[src/rtl/abl_unit.sv]
// Address-bus-low stage: selects a base and an offset, adds them with a carry-in,
// and registers the result with its carry out. It also holds the program counter low byte.
module abl_unit (
    input  logic       clk,
    input  logic       rst_n,
    input  logic       rdy,
    input  logic [7:0] DB,
    input  logic [7:0] REG,
    input  logic [5:0] op,
    input  logic [1:0] vec,
    input  logic       ld_pc,
    input  logic       inc_pc,
    output logic [7:0] ADL,
    output logic [7:0] ABL,
    output logic [7:0] PCL,
    output logic       CO
);

    typedef enum logic [1:0] {BASE_ZERO = 2'b00, BASE_ABL = 2'b01, BASE_PCL = 2'b10, BASE_DB = 2'b11} base_sel_e;
    typedef enum logic [1:0] {OFS_ZERO = 2'b00, OFS_REG = 2'b01, OFS_DEC = 2'b10, OFS_VEC = 2'b11} ofs_sel_e;
    typedef enum logic [1:0] {CI_ZERO = 2'b00, CI_ONE = 2'b01, CI_CARRY = 2'b10, CI_HOLD = 2'b11} ci_mode_e;

    logic [7:0] abl_q, abl_d;
    logic [7:0] pcl_q, pcl_d;
    logic       co_q, co_d;
    logic [7:0] base, offset, vec_byte;
    logic       ci;
    logic [8:0] sum;

    always_comb begin
        // NOTE: every signal gets a default before the case statements, so no path leaves it unassigned and no latch is inferred.
        base     = 8'h00;
        offset   = 8'h00;
        ci       = 1'b0;
        vec_byte = 8'hFE;

        unique case (vec)
            2'b01:   vec_byte = 8'hFA;
            2'b10:   vec_byte = 8'hFC;
            default: vec_byte = 8'hFE;
        endcase

        unique case (base_sel_e'(op[5:4]))
            BASE_ZERO: base = 8'h00;
            BASE_ABL:  base = abl_q;
            BASE_PCL:  base = pcl_q;
            BASE_DB:   base = DB;
        endcase

        // Adding FF with ci is a decrement; the carry out then reads as "no borrow".
        unique case (ofs_sel_e'(op[3:2]))
            OFS_ZERO: offset = 8'h00;
            OFS_REG:  offset = REG;
            OFS_DEC:  offset = 8'hFF;
            OFS_VEC:  offset = vec_byte;
        endcase

        unique case (ci_mode_e'(op[1:0]))
            CI_ZERO:  ci = 1'b0;
            CI_ONE:   ci = 1'b1;
            CI_CARRY: ci = co_q;
            CI_HOLD:  ci = 1'b0;
        endcase

        sum = {1'b0, base} + {1'b0, offset} + {8'b0, ci};
    end

    always_comb begin
        abl_d = abl_q;
        co_d  = co_q;
        pcl_d = pcl_q;
        if (rdy) begin
            abl_d = sum[7:0];
            if (ci_mode_e'(op[1:0]) != CI_HOLD) begin
                co_d = sum[8];
            end
            if (ld_pc) begin
                pcl_d = abl_q + {7'b0, inc_pc};
            end
        end
    end

    // NOTE: state registers use non-blocking assignments so every register samples pre-edge values (PCL sees the old ABL).
    always_ff @(posedge clk or negedge rst_n) begin
        if (!rst_n) begin
            abl_q <= 8'hFC;
            co_q  <= 1'b0;
            pcl_q <= 8'h00;
        end else begin
            abl_q <= abl_d;
            co_q  <= co_d;
            pcl_q <= pcl_d;
        end
    end

    assign ADL = (rdy && rst_n) ? sum[7:0] : abl_q;
    assign ABL = abl_q;
    assign PCL = pcl_q;
    assign CO  = co_q;

endmodule

[config.mk]
export PLATFORM = sky130hd
export DESIGN_NAME = abl_unit
export DESIGN_NICKNAME = d
export VERILOG_FILES = /design/src/rtl/abl_unit.sv
export SDC_FILE = /design/constraint.sdc
export NUM_CORES = 1
export LEC_CHECK = 0
export CORE_MARGIN = 2
export CORE_UTILIZATION = 50
export CTS_CLUSTER_DIAMETER = 60
export DETAILED_ROUTE_END_ITERATION = 10
export DONT_BUFFER_PORTS = 1
export PLACE_DENSITY_LB_ADDON = 0.05
export SLEW_MARGIN = 20
export SYNTH_ARGS = -nofsm -noshare
export SYNTH_HDL_FRONTEND = slang
export SYNTH_SLANG_ARGS = --single-unit
[constraint.sdc]
create_clock -name clk -period 3.4 [get_ports clk]
set_input_delay 0.68 -clock clk [delete_from_list [all_inputs] [get_ports clk]]
set_output_delay 0.68 -clock clk [all_outputs]
set_load 0.05 [all_outputs]
Run 1, gate families picked out:
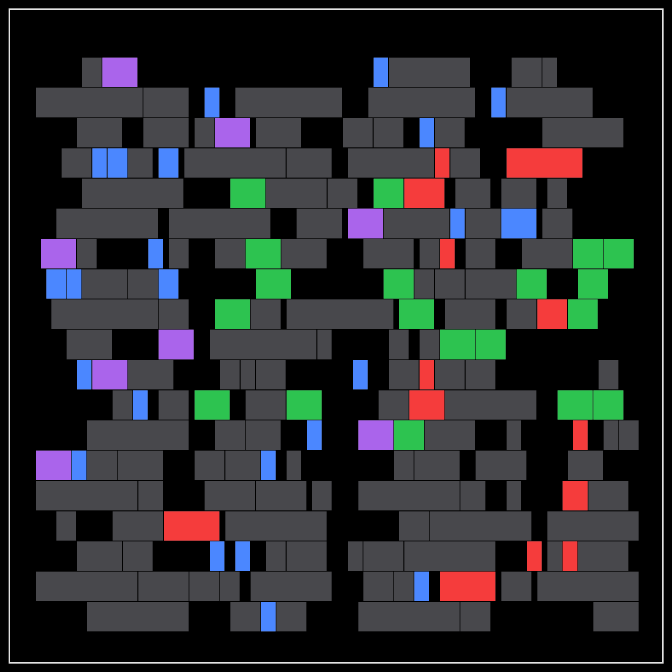
Purple is xor and xnor cells, cells 8, most used xor2_1. Red is nor cells, cells 13, most used nor2_1. Blue is nand cells, cells 23, most used nand2_1. Green is non-inverting ao/oa cells, cells 19.
multi-input combinational area share: 57.8%
non-filler cells, final: 221

Run 1, placed cells, one colour a class:
Scale bar: 20 µm.
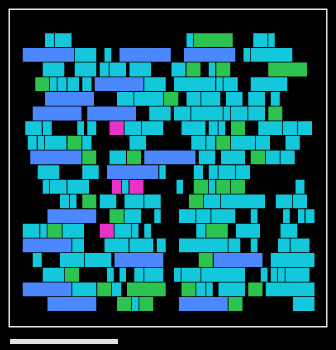
Green is remaining buffers and delay cells, cells 30. Blue is registers, cells 17. Cyan is remaining logic cells, cells 139. Magenta is clock drivers and dummy loads, cells 4.

==> changes_impl.md, run 1 <==
### Metrics

- Crit-path leading delay family: adder cells
- Buffer levels on the longest clock path: 2
- Combinational cell power: between 1000 and 1500 µW
- Post-route DRC: 3
- CTS clk-pin slew, worst paths: about 0.11 ns
- Grt met1 use: between 30% and 40%
- Area used by sequential logic in the layout: between 400 and 500 µm²
- MUX share of area: about an eighth
- Share of total power consumed by net switching: ~55%
- Highest routed metal layer: met4
- Logic Gate Count: roughly 130
- Synth Instances: 165
- Unrepaired setup endpoints after global routing: yes
- And-or/or-and share of the synthesized area: around a quarter
- Total Nets Final: ~230
- Outcome: finished with violations
- Worst Setup Start Kind: primary input
- Number of search-and-repair iterations in the first detailed-routing pass: 7
- Setup Skew: around 0.0039 ns
- Number of levels in the clock H-tree: 1
- Final TNS setup: -0.0217 ns
- Boundary Pins: 54
- Number of cells after detailed placement: 215
- Yosys synthesis chip area: 1490 µm²
- Count of hold-fix buffers inserted at cts: 0
- Most frequent cell after synthesis: sky130_fd_sc_hd__nand2_1
- Highest-utilization routing layer at the global route stage: met2
- Vias per cell: around 6.1
- Slew Limit Headroom: a little under three fifths
- Overall power consumption: 1880 µW
- Cell row count: 19
- Count of endpoints failing setup in the final report: 1
- Number of nets with antenna violations after routing: 0
- Part of the power in the clock network: under 10%
- Post-synth design cell area: 1490 µm²
- #FFs+latches synth: 17
- Xor and xnor area share after synthesis: ~4.7%
- Worst vdd ir: about 0.00066 V
- Count of antenna diodes in the layout: 0
- Crit-path cells: inv_8 -> ha_4 -> mux2i_4 -> fa_2 -> fa_2 -> nor2b_2 -> o31a_1 -> o21ai_2 -> nor3b_4 -> o31ai_4 -> buf_12
- Violated checks: design-rule violations, negative setup slack
- Clock distribution area overhead in the final layout: 1.43%
- Class of the tightest hold or removal check: primary input to asynchronous set/reset pin
- Post-route clock period utilization: 101%
- Total clock buffers created by CTS: 3
- Clk_buf instances: 3
- Worst hold slack: approximately 0.054 ns
- Prevailing logic family in the synthesized netlist: AND-OR/OR-AND gates
- Setup Fix Bufs, Post-CTS: 1
- Mean post-synth cell area: between 9 and 10 µm²
- Clock tree from TritonCTS: built
- Max stage delay cell, worst path: sky130_fd_sc_hd__fa_2
- Final setup slack of the worst path: -0.0217 ns
- Floorplan Utilization: 53.2%
- Power Sequential: 460 µW
Run 1, clock network drawn from the DEF:
Scale bar: 20 µm.
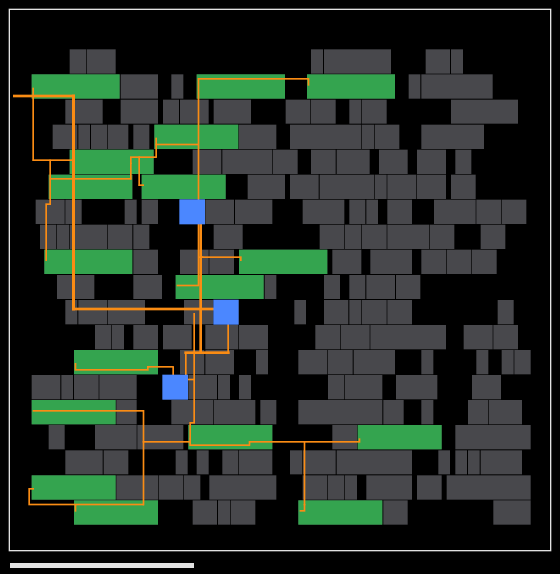
Blue is clock-net drivers, count 3. Green is flip-flops, count 17. Orange is clock wires, length 267 µm.
There are 4 routed clock nets.

==> run 2: changes to the inputs <==
--- a/config.mk
+++ b/config.mk
@@ -5,6 +5,7 @@
 export SDC_FILE = /design/constraint.sdc
 export NUM_CORES = 1
 export LEC_CHECK = 0
+export ABC_AREA = 1
 export CORE_MARGIN = 2
 export CORE_UTILIZATION = 50
 export CTS_CLUSTER_DIAMETER = 60
Run 2, placed cells, one colour a class:
Scale bar: 20 µm.
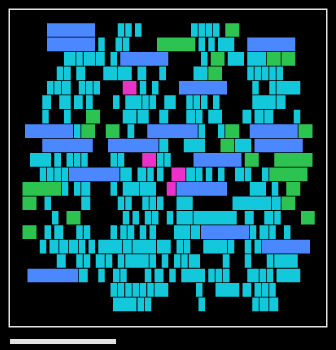
Green is remaining buffers and delay cells, cells 22. Magenta is clock drivers and dummy loads, cells 4. Blue is registers, cells 17. Cyan is remaining logic cells, cells 214.

Run 2, congestion heat map:
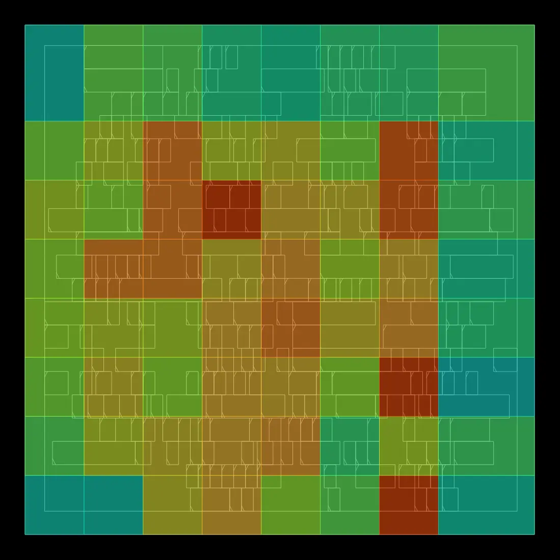
share of the core filled with cells: 60.4%
Global Route met2 Usage: 44.4%
highest-utilization routing layer at the global route stage: met2
grt met1 use: 29.5%
wire length per cell after detailed routing: 13.7 µm

==> run 2 against run 1 <==
Compared with the run above: the run now ends clean; final area fell by 5.6%; critical path depth fell by 1; power fell by 22%; sequential cell count did not move; first-iteration DRC count rose by 150%; combinational power fell by 28%; utilization fell by 8.1 points; register-to-register slack improved by 0.48 ns; setup slack improved by 0.16 ns; hold slack got worse by 0.0092 ns; non-clock buffer count fell by 8; via count rose by 16%; critical path type unchanged; largest cell class unchanged; highest routed layer unchanged.
==> changes_impl.md, run 2 <==
### Metrics

- Outcome: completed
- Cell row count: 20 (+1)
- Total Nets Final: 300 (+29%)
- Clock tree from TritonCTS: built
- Overall power consumption: 1460 µW (-22%)
- Share of total power consumed by net switching: 56.6% (+1.8 points)
- Slew Limit Headroom: 65.8% (+8.7 points)
- Synth Seq Share: ~28%
- Power Sequential: 399 µW (-13%)
- Number of search-and-repair iterations in the first detailed-routing pass: 4 (-3)
- CTS clk-pin slew, worst paths: 0.12 ns (about the same)
- Stage-log warning count: 28
- Final TNS setup: 0 ns (+0.0217 ns)
- Count of antenna diodes in the layout: 0 (unchanged)
- Count of hold-fix buffers inserted at cts: 0 (unchanged)
- Setup Fix Bufs, Post-CTS: 0 (-1)
- Most frequent cell after synthesis: sky130_fd_sc_hd__nand2_1
- Number of buffers and inverters on the critical path: 1
- Floorplan Utilization: 51.3% (-1.9 points)
- Clk_buf instances: 3 (unchanged)
- Synth Instances: 236 (+43%)
- Highest routed metal layer: met4
- Total clock buffers created by CTS: 3 (unchanged)
- Unrepaired setup endpoints after global routing: yes
- Number of levels in the clock H-tree: 1 (unchanged)
- Worst Setup Start Kind: primary input
- Design area: 1810 µm²
- Clock distribution area overhead in the final layout: 1.52% (+0.085 points)
- Number of cells after detailed placement: 286 (+33%)
- Class of the tightest hold or removal check: primary input to asynchronous set/reset pin
- Post-route clock period utilization: 95.9% (-4.7 points)
- Combinational cell power: 939 µW (-28%)
- Area used by sequential logic in the layout: 433 µm² (unchanged)
- Boundary Pins: 54 (unchanged)
- Total die size: ~3500 µm²
- Number of nets with antenna violations after routing: 0 (unchanged)
- Vias per cell: 5.34 (-12%)
- Logic Gate Count: 179 (+39%)
- MUX share of area: 0% (-13 points)
- Xor and xnor area share after synthesis: 1.70% (-3.0 points)
- Post-synth design cell area: 1540 µm² (+3.3%)
- Setup Skew: 0.00141 ns (-0.00247 ns)
- Count of endpoints failing setup in the final report: 0 (-1)
- Worst vdd ir: 0.000509 V (-23%)
- Startpoint of the worst register-to-register path: PCL[0]
- Post-route DRC: 0 (-3)
- Worst hold slack: 0.0448 ns (-0.00917 ns)
- Final setup slack of the worst path: 0.139 ns (+0.160 ns)
- Max stage delay cell, worst path: sky130_fd_sc_hd__fa_1
- Non-filler cells, final: 290 (+31%)
- And-or/or-and share of the synthesized area: 13.9% (-10 points)
- Yosys synthesis chip area: 1540 µm² (+3.3%)
- Buffer levels on the longest clock path: 2 (unchanged)
- Multi-input combinational area share: 53.2% (-4.6 points)
Run 2, wiring heat map:
Scale bar: 20 µm. The die is cut into 12 by 12 equal tiles; dark blue is low, red is high, scaled to the fullest tile. Values are wire area over tile area, all layers added.
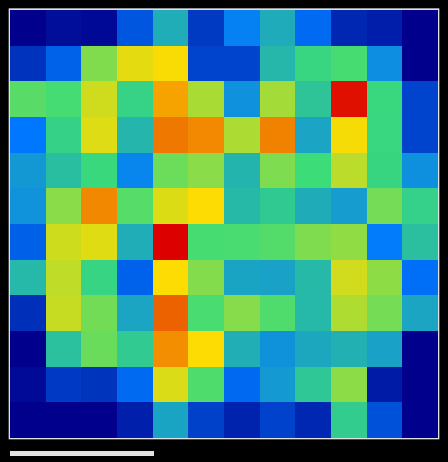
The densest ninth of the die: centre. The emptiest ninth of the die: south-west. 7.6% of the tiles are nearly empty. The mean over all tiles is 0.18. 38% of the tiles are over half the peak.
aggregate routed wire length: 3.99 mm
global-route usage over all layers: 24.2%
total number of vias: 1,550

Power and IR drop assume default switching activity.
